Design pipeline_arith_stream, sky130hd; sources not shown.
Fig. 1: run 1, metal 1
Drawn at 3 px/µm. Supply wires on this layer in gray.
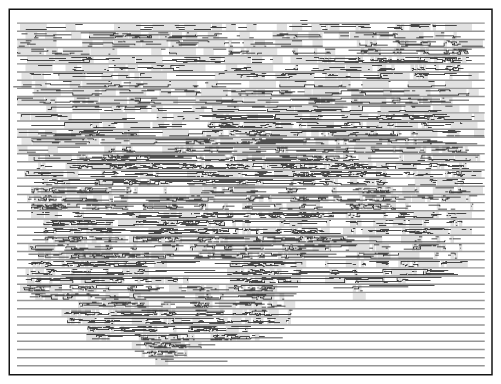
- nets with wire on the layer: 1138
- longest straight run: 64.4 µm
- share of all routed wire: 50%
- wire length on this layer: 11000 µm
Vias: 6769
met1 GRT Util: 34.9%
total wire length: 21.8 mm

Fig. 2: run 1, placed standard cells
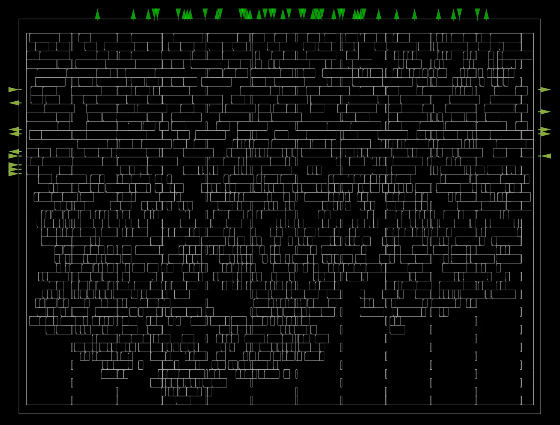
Core ar.: 17800 µm²
fin cells: 1311
Tapcells: 242
Cell Rows: 42
total of fill cells in the finished design: 1694

Fig. 3: run 1, local utilization
Drawn at 2 px/µm. The die is cut into 16 by 12 equal tiles; dark blue is low, red is high, 0 to 100% covered.
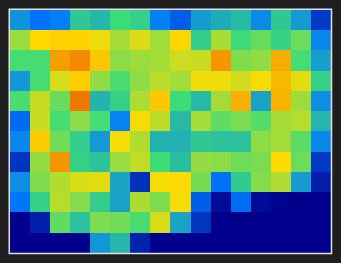
- mean over tiles: 46%
- nearly empty tiles: 12%
- emptiest ninth of the die: south-east
- tiles over 75% full: 9.4%
- fullest tile: 87%
fp_density: 46.4%
Core Util, Final: 51.7%

==> out/qor.yml, run 1 <==
synth:
  synth_area_um2: 8260
  synth_seq_share_pct: 22.7
  yosys_most_used_dff: "dfrtp_1"
  syn_avg_cell_area_um2: 8.12
  xor_area_share_pct: 2.23
clocking:
  post_cts_buffers: 0
  cts_tree: "yes"
min_path:
  hold_depth: 2
critical_path:
  reg2reg_slack_ns: 1.19
  cp.depth: 66
  worstSetupStartpointType: "register"
global_routing:
  busiest_layer: "met1"
  grt.total_usage_pct: 23.3
  grt_pass1_vias: 6511
  use_met3_pct: 4.92
final_timing:
  fin_setup_tns_ns: 0
  finalSetupViolCount: 0
  maxSlewViolCount: 147
placed_design:
  pre_cts_ws_ns: 1.30
  place_congestion: 0.942
  dpl.hpwl_mm: 17.0
detailed_routing:
  wl_per_cell_um: 16.7
  wl_met1_mm: 11.0
cells_and_area:
  dominant_cells: "combinational gates"
  bufAreaShareNonClock_pct: 6.66
  ff_count: 75
  n_all_buffers: 64
  most-common-layout-cells: "227 x nand2_1, 167 x inv_1, 92 x ha_1, 75 x dfrtp_1, 57 x mux2_2"
job:
  drv_cap: 2
status:
  outcome: "finished, violations left"
  violations: "capacitance limit, slew limit"
--- run 2 (diff from run 1) ---
CELL_PAD_IN_SITES_DETAIL_PLACEMENT = 1   (was not set)
CELL_PAD_IN_SITES_GLOBAL_PLACEMENT = 1   (was not set)
HOLD_SLACK_MARGIN = 0.05   (was not set)
SYNTH_HIERARCHICAL = not set   (was 1)
Fig. 4: run 2, placed standard cells
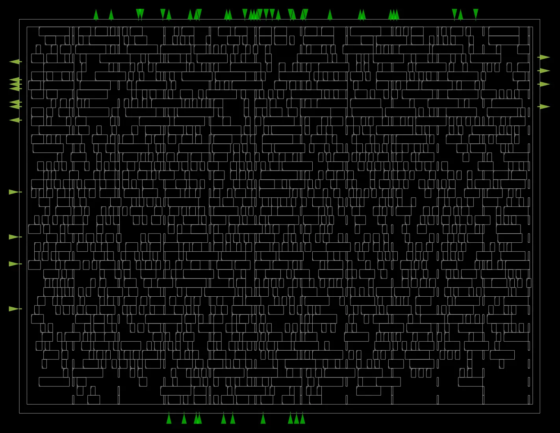
Core Util, Final: 52.0%
total of fill cells in the finished design: 2253
fraction of area in registers: 20.6%
fin cells: 1382
seq_cells: 75

Fig. 5: run 2, local utilization
Drawn at 2 px/µm. The die is cut into 16 by 12 equal tiles; dark blue is low, red is high, 0 to 100% covered.
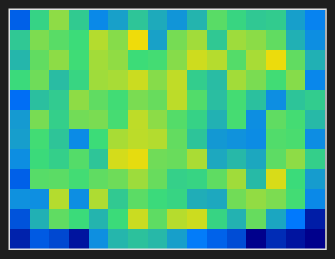
- nearly empty tiles: 1.0%
- mean over tiles: 47%
- fullest tile: 73%
Core ar.: 17500 µm²
fp_density: 45.5%

Fig. 6: run 2, port wiring
Drawn at 2 px/µm.
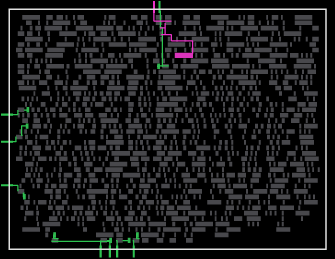
- magenta: out_valid (direction output; edge north; end cells 1; buffers 1; wire 47.4 µm)
- green: in_a (direction input; edge 4 south, 3 west, 1 north; end cells 8; buffers 8; wire 120 µm)
IO buf count: 56
IO Pins: 57

==> run 2 against run 1 <==
The run still ends with capacitance limit, slew limit left. Routed wire length increased by 13%. Utilization grew 0.26 points. Sequential cell count unchanged. Design area down 1.3%. Count of clock-buffer cells in the layout shrank 1. Die size is 3.4% lower. Highest routed layer unchanged.
==> out/qor.yml, run 2 <==
global_routing:
  grt.total_usage_pct: 27.4  # +4.1 points
  busiest_layer: "met2"
  use_met1_pct: 37.7  # +2.8 points
  grt_pass1_vias: 7628  # +17%
status:
  outcome: "finished, violations left"
  violations: "capacitance limit, slew limit"
placed_design:
  place_congestion: 0.932  # -1.1%
  dpl.hpwl_mm: 18.7  # +10%
synth:
  yosys_most_used_dff: "dfrtp_1"
  syn_avg_cell_area_um2: 7.31  # -10%
  synth_area_um2: 7970  # -3.5%
detailed_routing:
  drt_wl_total_mm: 24.6  # +13%
  wl_per_cell_um: 17.8  # +7.0%
cells_and_area:
  n_all_buffers: 69  # +7.8%
  dominant_cells: "combinational gates"
  bufAreaShareNonClock_pct: 7.08  # +0.42 points
floorplanning:
  num_rows: 42  # unchanged
  tap_cells: 242  # unchanged
critical_path:
  worstSetupStartpointType: "register"
  reg2reg_slack_ns: 1.14  # -0.05 ns
job:
  drv_cap: 3  # +1
min_path:
  hold_depth: 2  # unchanged
final_timing:
  finalSetupViolCount: 0  # unchanged
  fin_setup_tns_ns: 0  # unchanged
  maxSlewViolCount: 211  # +44%
clocking:
  post_cts_buffers: 0  # unchanged
